run_1/met2.png
(1.5 px per µm)
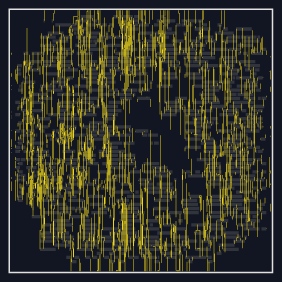
run_1/zoom.png
Window x 67 to 107, y 102 to 142 µm. Cells in gray, sequential cells in the stronger gray; small squares are vias.
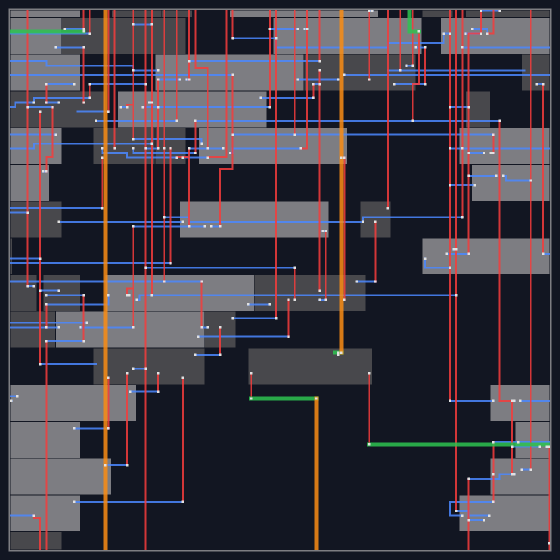
run_1/gate_families.png
(3 px per µm)
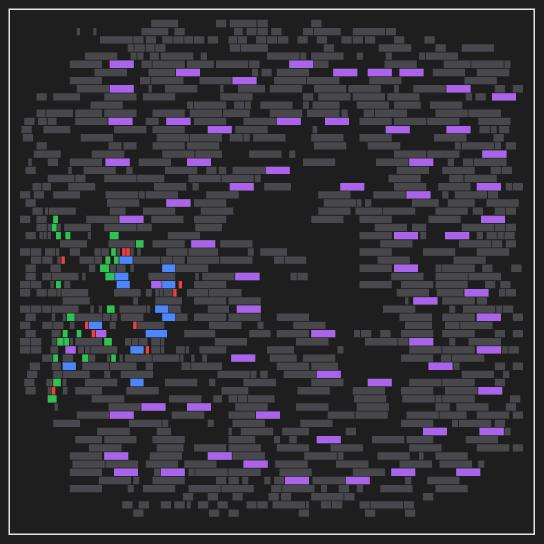
run_1/registers.png
(3 px per µm) Other sequential cells in the stronger gray, the rest of the logic in the fainter gray.
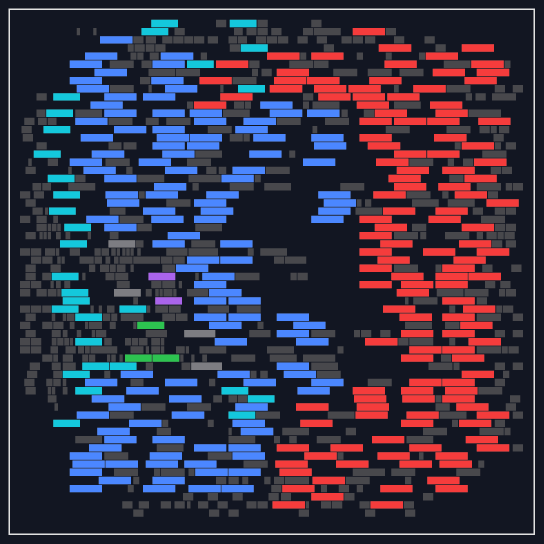
==> src/rtl/fetch_sequencer.sv <==
// Instruction-fetch controller: owns the PC, reads a combinational ROM and queues
// {pc, instr} pairs in a small FIFO for decode, with start, redirect/flush and halt.
module fetch_sequencer #(
  parameter int unsigned DEPTH    = 4,
  parameter logic [31:0] RESET_PC = 32'h0,
  parameter logic [31:0] END_PC   = 32'h104
) (
  input  logic        clk,
  input  logic        rst_n,
  input  logic        start,
  output logic [31:0] imem_addr,
  input  logic [31:0] imem_data,
  input  logic        redirect_valid,
  input  logic [31:0] redirect_pc,
  output logic        out_valid,
  input  logic        out_ready,
  output logic [31:0] out_pc,
  output logic [31:0] out_instr,
  output logic        busy,
  output logic        halted
);

  localparam int unsigned PW = $clog2(DEPTH);
  localparam int unsigned CW = PW + 1;

  typedef enum logic [1:0] {StIdle, StRun, StDrain, StDone} state_e;

  state_e        r_state, w_state_next;
  logic [31:0]   r_pc, w_pc_next;
  logic [31:0]   r_fifo_pc    [DEPTH];
  logic [31:0]   r_fifo_instr [DEPTH];
  logic [PW-1:0] r_wr_ptr, r_rd_ptr;
  logic [CW-1:0] r_count;

  logic w_active, w_redirect, w_valid, w_full, w_fire, w_in_range, w_push, w_start_ok;

  assign w_active   = (r_state == StRun) || (r_state == StDrain);
  assign w_redirect = redirect_valid && w_active;
  assign w_valid    = (r_count != '0);
  assign w_full     = (r_count == CW'(DEPTH));
  assign w_fire     = w_valid && out_ready;
  assign w_in_range = (r_pc < END_PC);
  assign w_start_ok = start && ((r_state == StIdle) || (r_state == StDone));
  // A full FIFO may still accept a push when the head leaves in the same cycle.
  assign w_push     = (r_state == StRun) && !w_redirect && (!w_full || w_fire) && w_in_range;

  always_ff @(posedge clk or negedge rst_n) begin
    if (!rst_n) begin
      r_state <= StIdle;
    end else begin
      r_state <= w_state_next;
    end
  end

  always_comb begin
    w_state_next = r_state;
    unique case (r_state)
      StIdle:  if (start) w_state_next = StRun;
      StRun: begin
        if (w_redirect)       w_state_next = StRun;
        else if (!w_in_range) w_state_next = StDrain;
      end
      StDrain: begin
        if (w_redirect)       w_state_next = StRun;
        else if (!w_valid)    w_state_next = StDone;
      end
      StDone:  if (start) w_state_next = StRun;
      default: w_state_next = StIdle;
    endcase
  end

  always_comb begin
    busy      = w_active;
    halted    = (r_state == StDone);
    imem_addr = r_pc;
    out_valid = w_valid;
    out_pc    = w_valid ? r_fifo_pc[r_rd_ptr]    : 32'h0;
    out_instr = w_valid ? r_fifo_instr[r_rd_ptr] : 32'h0;
  end

  always_comb begin
    w_pc_next = r_pc;
    if (w_start_ok)      w_pc_next = RESET_PC;
    else if (w_redirect) w_pc_next = {redirect_pc[31:2], 2'b00};
    else if (w_push)     w_pc_next = r_pc + 32'd4;
  end

  always_ff @(posedge clk or negedge rst_n) begin
    if (!rst_n) begin
      r_pc     <= RESET_PC;
      r_wr_ptr <= '0;
      r_rd_ptr <= '0;
      r_count  <= '0;
    end else begin
      r_pc <= w_pc_next;
      if (w_redirect) begin
        r_wr_ptr <= '0;
        r_rd_ptr <= '0;
        r_count  <= '0;
      end else begin
        if (w_push) r_wr_ptr <= r_wr_ptr + PW'(1);
        if (w_fire) r_rd_ptr <= r_rd_ptr + PW'(1);
        r_count <= r_count + CW'(w_push) - CW'(w_fire);
      end
    end
  end

  // Storage needs no reset: entries are only observed while count is non-zero.
  always_ff @(posedge clk) begin
    if (w_push) begin
      r_fifo_pc[r_wr_ptr]    <= r_pc;
      r_fifo_instr[r_wr_ptr] <= imem_data;
    end
  end

endmodule

==> config.mk <==
export PLATFORM = sky130hd
export DESIGN_NAME = fetch_sequencer
export DESIGN_NICKNAME = d
export VERILOG_FILES = /design/src/rtl/fetch_sequencer.sv
export SDC_FILE = /design/constraint.sdc
export NUM_CORES = 1
export LEC_CHECK = 0
export ABC_AREA = 0
export CORE_MARGIN = 3
export CORE_UTILIZATION = 40
export DETAILED_ROUTE_END_ITERATION = 16
export RECOVER_POWER = 25
export SLEW_MARGIN = 25
export SYNTH_ARGS = -nofsm -noshare
export SYNTH_HDL_FRONTEND = slang
export SYNTH_SLANG_ARGS = --single-unit
==> constraint.sdc <==
create_clock -name clk -period 5.5 [get_ports clk]
set_input_delay 1.375 -clock clk [delete_from_list [all_inputs] [get_ports clk]]
set_output_delay 1.375 -clock clk [all_outputs]
set_load 0.01 [all_outputs]
==> notes.md, run 1 <==
flow finished, numbers: Final Hold Fails 0, power consumption 7.34 mW, worst path cell trace buf_4 > mux4_2 > and2_1 > clkdlybuf4s50_1, GRT overflow 0, Fillers 2216, Worst Tran Pin Value 2.21 ns, Post-synth ARST share 0.136, met1 WL ~10000 µm, Area leader share 0.656, Internal Power 5.21 mW, CP Buf/Inv Count 2, fraction of cell area in non-clock buffers 0.121, Compound-Gate Fraction of Synth Area 0.0286, hold path endpoint r_count[2], clk cell area share 0.0727, instance count on the critical path 4, total die area 0.0305 mm², Final ANT Viol Nets 0, Worst Path Required 4.12 ns, Detail Route met2 WL around 12000 µm, outcome finished with violations, failing checks max-capacitance violations, max-slew violations, Avg WL per Cell 20.4 µm, Largest Register r_fifo_instr, CTS Sinks approximately 290, Worst-path clk slew 0.06 ns, Largest register FFs 128, Max stage delay on crit path 0.71 ns, Pwr Density between 500 and 600 mW/mm², Net Sw Power approximately 2.1 mW, max cap viols 1, ys cells 588, main flop type edfxtp_1, Reg-to-Reg Start r_state[1], drt drc 0, Simple Share, Synth 0.0689, Post-synth EDFFs 248, detailed placer's ending HPWL 13800 µm, synth cell count leaders 248 x edfxtp_1, 64 x and2_1, 62 x mux4_2, delay-heaviest family, CP buffers and inverters, TritonCTS clock tree done, Worst EP arrival 2.94 ns, final hold slack 0.573 ns, largest net degree at the start of global routing 64, YS chip area 0.0114 mm², Reg power frac 0.395, unrepaired setup endpoints after global routing false, GPL Wtd Cong approximately 0.74, Place WS around 1.1 ns, met1 Use GR 0.215, DR vias/cell 5.05, crit share post-route 0.784, highest routed layer met4, Initial Util 0.408, CTS buffer count 30, clock buf count 42, maximum fanout along the worst path 20, max-slew violation count 40, placed cell area around 0.013 mm², Max VDD drop 281 µV, logic area 0.00278 mm², R2R Path End r_count[2], routed wire length on met3 1530 µm, Cell area leaders edfxtp_1 66%, mux4_2 12%, dfrtp_1 8.6%, top-count cell post-synth edfxtp_1, Max Clk Rate 232 MHz, Iteration-0 DRC Markers approximately 390, Seq share, synth 0.742, initial antenna violation count 0, Biggest consumer sequential cells, FF-to-FF setup slack 1.72 ns, maximum clock insertion buffer count 3, largest area contributor in the netlist edfxtp_1, tap cells 378, LEAKAGE 4.87 nW, distinct lib cells 46, synthesized area 0.0114 mm², setup ws final 1.19 ns, CTS H-Tree Depth 1, IO Count 168, Worst Hold Class reg2reg, Logic pwr share 0.319, Non-CTS buffers 171, post-synthesis average cell area approximately 19 µm², met3 Usage GRT 0.0328
-- met2.png (at the start) --
- main direction: vertical
- longest straight run: 94.5 µm
- share of all routed wire: 50%
DRT Wirelength: 23700 µm
met2 usage: 0.266
Vias: 5870

-- zoom.png (at the start) --
- green: met3
- red: met2
- orange: met4
- blue: met1
- netlist names of flops here include: `r_fifo_pc` (14)
- sequential cells in the window: 14
- most frequent: edfxtp_1 (14), mux4_2 (4), and2_1 (3)
- cells with their middle in the window: 27

-- gate_families.png (at the start) --
- blue: adder and majority cells (cells 12; where middle left)
- purple: multiplexers (cells 65; where widely spread)
- green: inverting AOI/OAI gates (cells 24; where middle left)
- red: inverters (cells 10; where middle left)
fin cells: 1162
most numerous logic cell after layout: edfxtp_1
combinational fraction of the cell area: 0.191

-- registers.png (at the start) --
- cyan: `imem_addr` (sequential cells 30)
- red: `r_fifo_instr` (sequential cells 128)
- purple: `r_wr_ptr` (sequential cells 2)
- blue: `r_fifo_pc` (sequential cells 120)
- green: `r_count` (sequential cells 3)
Seq. pwr: 2.90 mW
final core area utilization: 0.522
sequential cell area: 0.00843 mm²
flop share of the area: 0.580

## Run 2: what changed since run 1
- clock period: 5.5 -> 4 ns (I/O delays scaled with it)
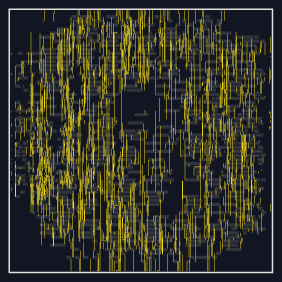
run_2/met2.png
(1.5 px per µm)
- share of all routed wire: 50%
- nets with wire on the layer: 766
met2 usage: 0.270
Vias: 5972
DRT Wirelength: 24100 µm

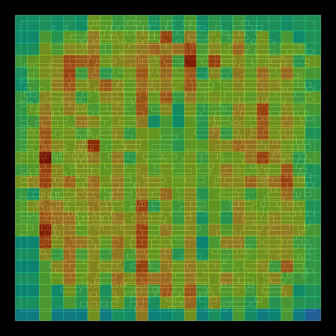
run_2/final_congestion.png
final core area utilization: 0.521
Tot GR Track Use: 0.160

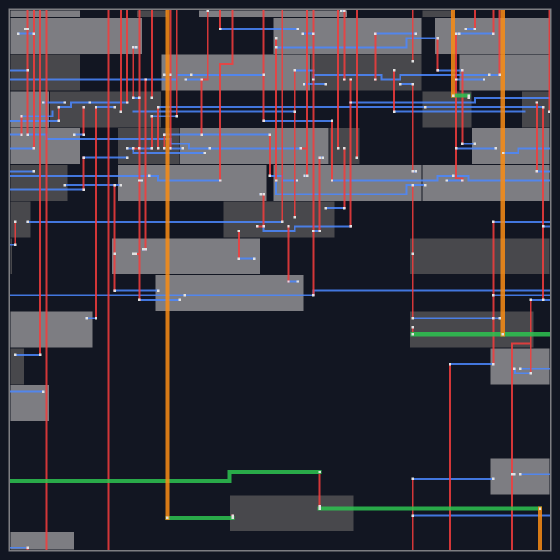
run_2/zoom.png
Window x 67 to 107, y 102 to 142 µm. Cells in gray, sequential cells in the stronger gray; small squares are vias.
- blue: met1
- orange: met4
- red: met2
- green: met3
- most frequent: edfxtp_1 (13), mux4_2 (3)
- cells with their middle in the window: 23
- netlist names of flops here include: `r_fifo_pc` (13)
- sequential cells in the window: 13

==> notes.md, run 2 <==
flow finished, numbers: outcome finished with violations, failing checks max-capacitance violations, max-slew violations, fin cells 1166, Final Hold Fails 0, worst path cell trace buf_12 > mux4_2 > and2_1 > clkdlybuf4s50_1, largest area contributor in the netlist edfxtp_1, Post-synth EDFFs roughly 250, GRT overflow 0, Worst Tran Pin Value 2.32 ns, Largest register FFs 128, R2R Path End r_count[2], Fillers 2263, Worst Hold Class reg2reg, Worst-path clk slew 0.06 ns, routed wire length on met3 1360 µm, instance count on the critical path 4, most numerous logic cell after layout edfxtp_1, Post-synth ARST share 0.136, Reg-to-Reg Start r_state[1], clk cell area share 0.0693, Non-CTS buffers 175, main flop type edfxtp_1, delay-heaviest family, CP buffers and inverters, Initial Util 0.408, CTS Sinks 287, maximum clock insertion buffer count 3, final hold slack 0.570 ns, synthesized area roughly 0.011 mm², power consumption 9.98 mW, ys cells approximately 590, max-slew violation count 40, hold path endpoint r_fifo_pc[2][10], Max stage delay on crit path 0.66 ns, FF-to-FF setup slack 0.88 ns, Logic pwr share 0.328, LEAKAGE between 4 and 5 nW, Detail Route met2 WL 12000 µm, largest net degree at the start of global routing 66, Net Sw Power 2.94 mW, met1 Use GR 0.222, TritonCTS clock tree done, met1 WL 10300 µm, Compound-Gate Fraction of Synth Area 0.0286, DR vias/cell 5.12, met3 Usage GRT 0.0273, Max Clk Rate 266 MHz, logic area ~0.0028 mm², CTS H-Tree Depth 1, Pwr Density 687 mW/mm², combinational fraction of the cell area 0.192, max cap viols 1, setup ws final ~0.24 ns, Max VDD drop 337 µV
No activity file was given, so power comes from the tool's default toggle rates.
